`src/rtl/score_meter_pkg.sv`:
```
// -----------------------------------------------------------------------------
// score_meter_pkg
// Shared definitions for the score meter:
//   - default parameter values for score_meter and bcd_counter
//   - flash_state_e : flash FSM states (IDLE / OFF / ON)
//   - bcd_t         : one BCD digit
//   - bcd_greater   : digit-wise BCD magnitude compare, most significant first
// -----------------------------------------------------------------------------
package score_meter_pkg;

    localparam int DEF_DIGITS       = 5;
    localparam int DEF_SPEED_W      = 15;
    localparam int DEF_COEFF        = 40960;
    localparam int DEF_ACH_POW      = 2;
    localparam int DEF_FLASH_FRAMES = 15;
    localparam int DEF_FLASH_COUNT  = 3;

    // Widest score supported; bcd_greater works on this many digits.
    localparam int MAX_DIGITS = 8;
    localparam int HI_W       = MAX_DIGITS * 4;

    typedef enum logic [1:0] {
        IDLE = 2'd0,
        OFF  = 2'd1,
        ON   = 2'd2
    } flash_state_e;

    typedef logic [3:0] bcd_t;

    // True when a > b. Operands are zero-extended BCD, digit 0 in bits [3:0].
    // The first differing digit from the top decides.
    function automatic logic bcd_greater(input logic [HI_W-1:0] a,
                                         input logic [HI_W-1:0] b);
        logic gt;
        logic decided;
        gt      = 1'b0;
        decided = 1'b0;
        for (int i = MAX_DIGITS - 1; i >= 0; i--) begin
            if (!decided && (a[i*4 +: 4] != b[i*4 +: 4])) begin
                gt      = (a[i*4 +: 4] > b[i*4 +: 4]);
                decided = 1'b1;
            end
        end
        return gt;
    endfunction

endpackage

```
`src/rtl/score_meter_bcd_counter.sv`:
```
// -----------------------------------------------------------------------------
// bcd_counter
// Combinational +1 on a DIGITS-wide BCD value with saturation at all 9s.
//   value_i    : current value, least significant digit in bits [3:0]
//   next_o     : value_i + 1, or value_i unchanged when it is already all 9s
//   carry_o    : carry out of the top digit, i.e. value_i was all 9s
//   low_zero_o : the low ACH_POW digits of next_o are all zero after a real
//                increment (never set while saturated)
// -----------------------------------------------------------------------------
module bcd_counter
    import score_meter_pkg::*;
#(
    parameter int DIGITS  = DEF_DIGITS,
    parameter int ACH_POW = DEF_ACH_POW
) (
    input  logic [DIGITS*4-1:0] value_i,
    output logic [DIGITS*4-1:0] next_o,
    output logic                carry_o,
    output logic                low_zero_o
);

    logic [DIGITS*4-1:0] sum;
    logic                carry;
    bcd_t                d;

    always_comb begin
        sum   = value_i;
        carry = 1'b1;
        d     = '0;
        // Ripple the +1 upward: a 9 rolls to 0 and passes the carry on.
        for (int j = 0; j < DIGITS; j++) begin
            d = value_i[j*4 +: 4];
            if (carry) begin
                if (d == 4'd9) begin
                    sum[j*4 +: 4] = 4'd0;
                end else begin
                    sum[j*4 +: 4] = d + 4'd1;
                    carry         = 1'b0;
                end
            end
        end
        carry_o    = carry;
        next_o     = carry ? value_i : sum;
        low_zero_o = !carry;
        for (int j = 0; j < ACH_POW; j++) begin
            if (next_o[j*4 +: 4] != 4'd0) low_zero_o = 1'b0;
        end
    end

endmodule

```
`src/rtl/score_meter.sv`:
```
// -----------------------------------------------------------------------------
// score_meter
// Distance-based BCD score with achievement flashing.
// Speed is accumulated on every update tick; each time the accumulator passes
// COEFF the BCD score goes up by one. Reaching a multiple of 10**ACH_POW
// pulses achieve and flashes a snapshot of the score (paint off/on).
// Ports:
//   clk, rst   clock, synchronous active-high reset
//   update     one-cycle frame tick
//   speed      current scroll speed; 0 means crashed/paused
//   clear      new-game pulse (beats a simultaneous update)
//   digits     DIGITS x 4 BCD, digit index 0 (most significant) in the top nibble
//   paint      draw-enable, low during the OFF half of a flash
//   achieve    one-cycle pulse on achievement
// Optional (macro SCORE_METER_HI_EN):
//   hi_digits  high score BCD, same layout as digits
//   hi_valid   high score is nonzero
// -----------------------------------------------------------------------------
module score_meter
    import score_meter_pkg::*;
#(
    parameter int DIGITS       = DEF_DIGITS,
    parameter int SPEED_W      = DEF_SPEED_W,
    parameter int COEFF        = DEF_COEFF,
    parameter int ACH_POW      = DEF_ACH_POW,
    parameter int FLASH_FRAMES = DEF_FLASH_FRAMES,
    parameter int FLASH_COUNT  = DEF_FLASH_COUNT
) (
    input  logic                clk,
    input  logic                rst,
    input  logic                update,
    input  logic [SPEED_W-1:0]  speed,
    input  logic                clear,
    output logic [DIGITS*4-1:0] digits,
    output logic                paint,
    output logic                achieve
`ifdef SCORE_METER_HI_EN
    ,
    output logic [DIGITS*4-1:0] hi_digits,
    output logic                hi_valid
`endif
);

    // Largest accumulator value is (COEFF-1) + (2**SPEED_W - 1).
    localparam int ACC_W   = $clog2(COEFF + (1 << SPEED_W) - 1);
    localparam int FRAME_W = $clog2(FLASH_FRAMES + 1);
    localparam int ITER_W  = $clog2(FLASH_COUNT + 1);

    localparam logic [ACC_W-1:0]   COEFF_V    = ACC_W'(COEFF);
    localparam logic [FRAME_W-1:0] FRAME_LAST = FRAME_W'(FLASH_FRAMES - 1);
    localparam logic [ITER_W-1:0]  ITER_LAST  = ITER_W'(FLASH_COUNT - 1);

    logic [DIGITS*4-1:0] score_q;
    logic [DIGITS*4-1:0] snap_q;
    logic [ACC_W-1:0]    acc_q;
    logic [FRAME_W-1:0]  frame_q;
    logic [ITER_W-1:0]   iter_q;
    flash_state_e        state_q;
    logic                paint_q;
    logic                achieve_q;

    logic [ACC_W-1:0]    acc_sum;
    logic [ACC_W-1:0]    acc_d;
    logic                wrap;
    logic                speed_zero;
    logic [DIGITS*4-1:0] inc_next;
    logic                inc_sat;
    logic                inc_low_zero;

    assign speed_zero = (speed == '0);
    assign acc_sum    = acc_q + ACC_W'(speed);
    assign wrap       = (acc_sum >= COEFF_V);
    assign acc_d      = wrap ? (acc_sum - COEFF_V) : acc_sum;

    bcd_counter #(
        .DIGITS  (DIGITS),
        .ACH_POW (ACH_POW)
    ) u_inc (
        .value_i    (score_q),
        .next_o     (inc_next),
        .carry_o    (inc_sat),
        .low_zero_o (inc_low_zero)
    );

    // Score, accumulator and flash FSM. Priority: rst > clear > speed 0 > update.
    // Within an update, an achievement overrides the normal flash step so a
    // new achievement always restarts the flash from OFF.
    always_ff @(posedge clk) begin
        if (rst || clear) begin
            score_q   <= '0;
            snap_q    <= '0;
            acc_q     <= '0;
            frame_q   <= '0;
            iter_q    <= '0;
            state_q   <= IDLE;
            paint_q   <= 1'b1;
            achieve_q <= 1'b0;
        end else if (speed_zero) begin
            // Crash/pause: hold score and acc, show the live score solidly.
            frame_q   <= '0;
            iter_q    <= '0;
            state_q   <= IDLE;
            paint_q   <= 1'b1;
            achieve_q <= 1'b0;
        end else begin
            achieve_q <= 1'b0;
            if (update) begin
                case (state_q)
                    OFF: begin
                        if (frame_q == FRAME_LAST) begin
                            frame_q <= '0;
                            state_q <= ON;
                            paint_q <= 1'b1;
                        end else begin
                            frame_q <= frame_q + FRAME_W'(1);
                        end
                    end
                    ON: begin
                        if (frame_q == FRAME_LAST) begin
                            frame_q <= '0;
                            if (iter_q == ITER_LAST) begin
                                iter_q  <= '0;
                                state_q <= IDLE;
                            end else begin
                                iter_q  <= iter_q + ITER_W'(1);
                                state_q <= OFF;
                                paint_q <= 1'b0;
                            end
                        end else begin
                            frame_q <= frame_q + FRAME_W'(1);
                        end
                    end
                    default: ;
                endcase

                acc_q <= acc_d;
                if (wrap && !inc_sat) begin
                    score_q <= inc_next;
                    if (inc_low_zero) begin
                        achieve_q <= 1'b1;
                        snap_q    <= inc_next;
                        state_q   <= OFF;
                        frame_q   <= '0;
                        iter_q    <= '0;
                        paint_q   <= 1'b0;
                    end
                end
            end
        end
    end

    assign digits  = (state_q != IDLE) ? snap_q : score_q;
    assign paint   = paint_q;
    assign achieve = achieve_q;

`ifdef SCORE_METER_HI_EN
    logic [DIGITS*4-1:0] hi_q;
    logic                speed_nz_q;

    // End of a run is either a clear or speed dropping to zero.
    always_ff @(posedge clk) begin
        if (rst) begin
            hi_q       <= '0;
            speed_nz_q <= 1'b0;
        end else begin
            speed_nz_q <= !speed_zero;
            if ((clear || (speed_nz_q && speed_zero)) &&
                bcd_greater(HI_W'(score_q), HI_W'(hi_q))) begin
                hi_q <= score_q;
            end
        end
    end

    assign hi_digits = hi_q;
    assign hi_valid  = |hi_q;
`endif

endmodule

```
`config.mk`:
```
export PLATFORM = sky130hd
export DESIGN_NAME = score_meter
export DESIGN_NICKNAME = d
export VERILOG_FILES = /design/src/rtl/score_meter_pkg.sv /design/src/rtl/score_meter_bcd_counter.sv /design/src/rtl/score_meter.sv
export SDC_FILE = /design/constraint.sdc
export NUM_CORES = 1
export LEC_CHECK = 0
export ABC_AREA = 1
export ABC_CLOCK_PERIOD_IN_PS = 8200
export CAP_MARGIN = 5
export CORE_MARGIN = 2
export CORE_UTILIZATION = 63
export DETAILED_ROUTE_END_ITERATION = 12
export GPL_TIMING_DRIVEN = 1
export PLACE_DENSITY = 0.91
export REMOVE_ABC_BUFFERS = 1
export SLEW_MARGIN = 0
export SYNTH_ARGS = -nofsm -noshare
export SYNTH_HDL_FRONTEND = slang
export SYNTH_SLANG_ARGS = --single-unit
```
`constraint.sdc`:
```
create_clock -name clk -period 8.2 [get_ports clk]
set_clock_uncertainty 0.2 [all_clocks]
set_input_delay 0.82 -clock clk [delete_from_list [all_inputs] [get_ports clk]]
set_output_delay 0.82 -clock clk [all_outputs]
set_load 0.02 [all_outputs]
```
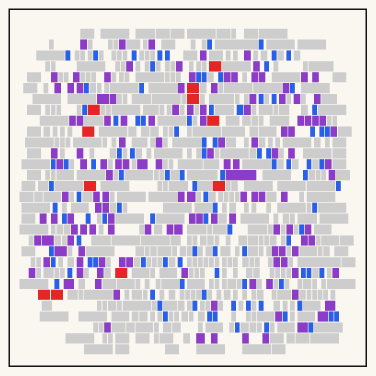
(logic cells by family)
(4 px per um)
| family | color | cells |
|---|---|---|
| XOR/XNOR gates | red | 11 |
| inverting AOI/OAI gates | purple | 137 |
| inverters | blue | 104 |
leading cell type in the layout, fill and taps excluded: nand2_1
Final Instance Count excl. Fillers: 847
logic share of the area: 0.521

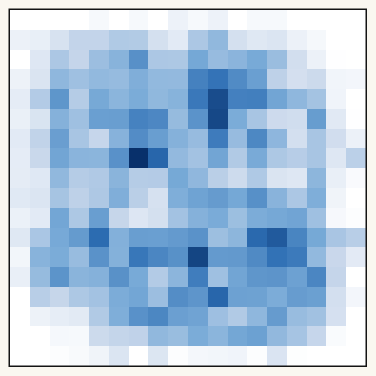
(routed metal per tile)
(4 px per um) 18 x 18 tiles, from white (low) to dark blue (high), scaled to the fullest tile. Values are wire area over tile area, all layers added.
fullest tile: 0.67
emptiest ninth of the die: north-east
tiles over half the peak: 26%
total length of routed wires: 11000 um
combined global-route utilization of all metal layers: 0.297
number of vias in the routed layout: 4703

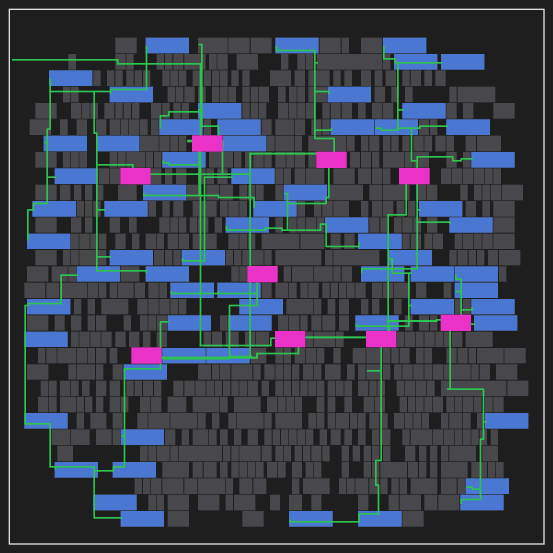
(clock wires, drivers and flops)
(6 px per um)
[cells driving clock nets] magenta | count: 9
[clock wires] green | length: 930 um
[flip-flops] blue | count: 67
flops lie: spread over the die
routed clock nets: 10

==> out/metrics.cfg <==
[synth]
synthesis.instances=713
yosys.area_share.aoi=0.164
async_flop_share=0
syn-mean-instance-area_um2=6.37
synth.yosys.seq_area_share=0.295
ys.flop_type=dfxtp_1
synth-edff-count=0
yosys_area_mm2=0.00454
post_synth_mux_area_share=0
synth_flops=67
synth.cell_area_mm2=0.00454

[clock_tree]
cts_made_buffers=9
clock_tree.htree_level_count=3
post_cts_buffers=0
ctsResizeCount=0
numClockSinks=67
cts_hold_repair.buffers=0
clockBufferDepth=2
tritoncts_clock_tree=built
worst_skew_pair.late_latency_ns=0.35

[cells_and_area]
final_nets=786
multiInputGateArea_mm2=0.00271
area_delta_synth_final_pct=14.4
fraction_of_final_layout_cells_with_drive_strength_greater_than_1=0.0586
biggest_regs=score_q: 20 flops, snap_q: 20 flops, acc_q: 17 flops
num_antenna_cells=0

[placed_design]
detailed_place_hpwl_um=7850
placed_cells=832
routabilityCongestion=0.940

[worst_setup_path]
critical_path.max_fanout=35
crit_type=in -> reg
crit_path_frequent_cell=nand2_1
critical_path.slowest_cell=clkdlybuf4s50_1
timing.critical_path.from_type=primary input
cpPeakStageDelay_ns=0.42
timing.critical_path.cells=clkdlybuf4s50_1, ha_1, fa_1, nand2_1, nand2_2, nand3_2, nand2_1, nand3_1, nand3_1, nand2_1, inv_1, ha_1, o21ai_1, inv_1, nand2_4, nand3_4, inv_2, nand2_1, nor2_1, nor2_1
reg2regPathDepth=19
cp.arrival_ns=3.99
rr_startpoint=acc_q[0]$_SDFFE_PP0P_
critical-path-top-delay-family=simple AND/OR/NAND/NOR gates
crit_start=speed[0]
critPathCaptureType=flip-flop

[final_timing]
report.final.slew_viol_count=0
finalHoldViolations=0
worstMarginPinSlew_ns=0.978
tns_ns=0
post-route-period-util=0.481
slew_headroom=0.347
finalSetupViolations=0

[die]
dieWidth_um=88.9
row_count=30
floorplanUtilization=0.661
core-area_mm2=0.00687

[worst_hold_path]
worstHoldStart=snap_q[1]$_SDFFE_PP0P_

[power_and_ir_drop]
power-per-cell-area_mw_per_mm2=152
ir_worst_vdd_uv=100
power_mw=0.789

[route]
initial_drc_count=325
antenna_violating_nets_post_route=0

[grt]
number_of_global_route_vias_before_repair=4288
gr-total-overflow=0
antenna_found_initial=0
grt_pass1_wl_um=18600
grt_max_degree=45

[outcome]
status=finished, final reports clean

[job]
log.warning_count=27

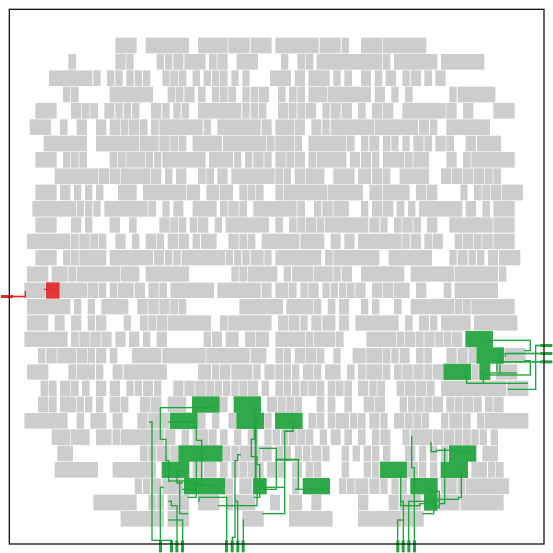
(I/O nets highlighted)
(6 px per um)
| port | color | direction | edge | end cells | wire |
|---|---|---|---|---|---|
| `speed` | green | input | 12 south, 3 east | 20 | 417 um |
| `rst` | red | input | west | 1 | 4.60 um |
number of I/O port buffers: 40
num ports: 41

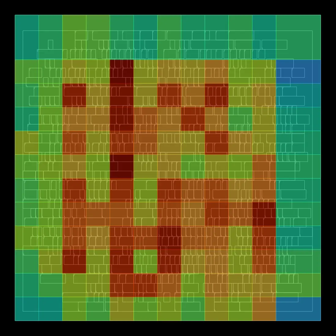
(routing congestion)
Routed wire per std cell: 13.0 um
met2 usage in global routing: 0.495
Global Route met1 Usage: 0.369
grt met3 use: 0.0728
layer carrying the most global-route usage: met2

[area by class of cell]
cell class / count / share of cell area
Clock buffer: 11 / 0.0272
Clock inverter: 4 / 0.0145
Inverter: 104 / 0.0754
Multi-Input combinational cell: 523 / 0.521
Sequential cell: 67 / 0.258
Tap cell: 96 / 0.0231
Timing Repair Buffer: 42 / 0.0800
[metal layers]
| layer | share of wire | vias up | GRT usage |
|---|---|---|---|
| met3 | 0.059 | 33 | 0.0728 |
| li1 | - | 2386 | - |
| met4 | 0.021 | 0 | 0.114 |
| met1 | 0.44 | 2135 | 0.369 |
| met5 | 0 | - | 0 |
| met2 | 0.48 | 149 | 0.495 |
[cell usage after synthesis, types with 3 or more instances]
library cell	n	area, um2
inv_1	100	375
nor4_1	4	25.0
inv_2	3	11.3
nand4_1	5	31.3
nand2_2	3	18.8
buf_2	3	15.0
o211ai_1	4	30.0
o21ai_1	10	50.1
xor2_1	9	78.8
a31oi_1	3	18.8
nor3_1	8	40.0
a21oi_1	56	280
ha_1	19	238
nand3_1	45	225
o21ai_0	59	295
nor2_1	73	274
nand2_1	186	698
clkbuf_1	11	41.3
buf_6	3	33.8
nand3_2	5	50.1
dfxtp_1	67	1340
nand3b_1	7	52.6
nor2_2	3	18.8
nand3_4	3	52.6
[stage by stage]
step | hold WS, ns | worst slack [ns] | utilization | cell area, um2
6_report | 0.241 | 4.26 | 0.756 | 5190
5_1_grt | 0.260 | 3.99 | 0.756 | 5190
4_1_cts | 0.244 | 4.28 | 0.756 | 5190
3_5_place_dp | 0.234 | 3.92 | 0.724 | 4980
3_3_place_gp | 0.228 | 4.06 | 0.724 | 4980
2_1_floorplan | 0.218 | 4.74 | - | 4440
[power breakdown]
| part | leakage [nW] | internal (mW) | switching [mW] | total, mW |
|---|---|---|---|---|
| clock | 0.102 | 0.178 | 0.130 | 0.308 |
| sequential | 0.543 | 0.333 | 0.00632 | 0.339 |
| combinational | 1.76 | 0.0511 | 0.0904 | 0.142 |
[worst register-to-register path, delay by kind of cell, from the launching register on]
kind | cells | cell delay, ns
compound gates | 1 | 0.14
fa+ha+maj | 3 | 0.83
flops | 1 | 0.32
buf+inv | 3 | 0.46
simple gates | 12 | 1.28
[placed cells by master (no fill, tap or decap), types with 2 or more instances in the layout]
master | Yosys | final
nand2_1 | 186 | 186
inv_1 | 100 | 100
nor2_1 | 73 | 72
dfxtp_1 | 67 | 67
o21ai_0 | 59 | 59
a21oi_1 | 56 | 56
nand3_1 | 45 | 45
clkdlybuf4s50_1 | 0 | 40
ha_1 | 19 | 19
o21ai_1 | 10 | 10
clkbuf_8 | 0 | 10
xor2_1 | 9 | 9
nor3_1 | 8 | 8
nand3b_1 | 7 | 7
nand3_2 | 5 | 5
nand4_1 | 5 | 5
nor2_2 | 3 | 4
nor4_1 | 4 | 4
o211ai_1 | 4 | 4
nand2_2 | 3 | 3
inv_2 | 3 | 3
nand3_4 | 3 | 3
a31oi_1 | 3 | 3
or2_1 | 2 | 2
nand2_4 | 2 | 2
nor2_4 | 2 | 2
o21a_1 | 2 | 2
xnor2_1 | 2 | 2
clkinvlp_4 | 0 | 2
bufinv_16 | 0 | 2
buf_4 | 1 | 2
No activity file was given, so power comes from the tool's default toggle rates.
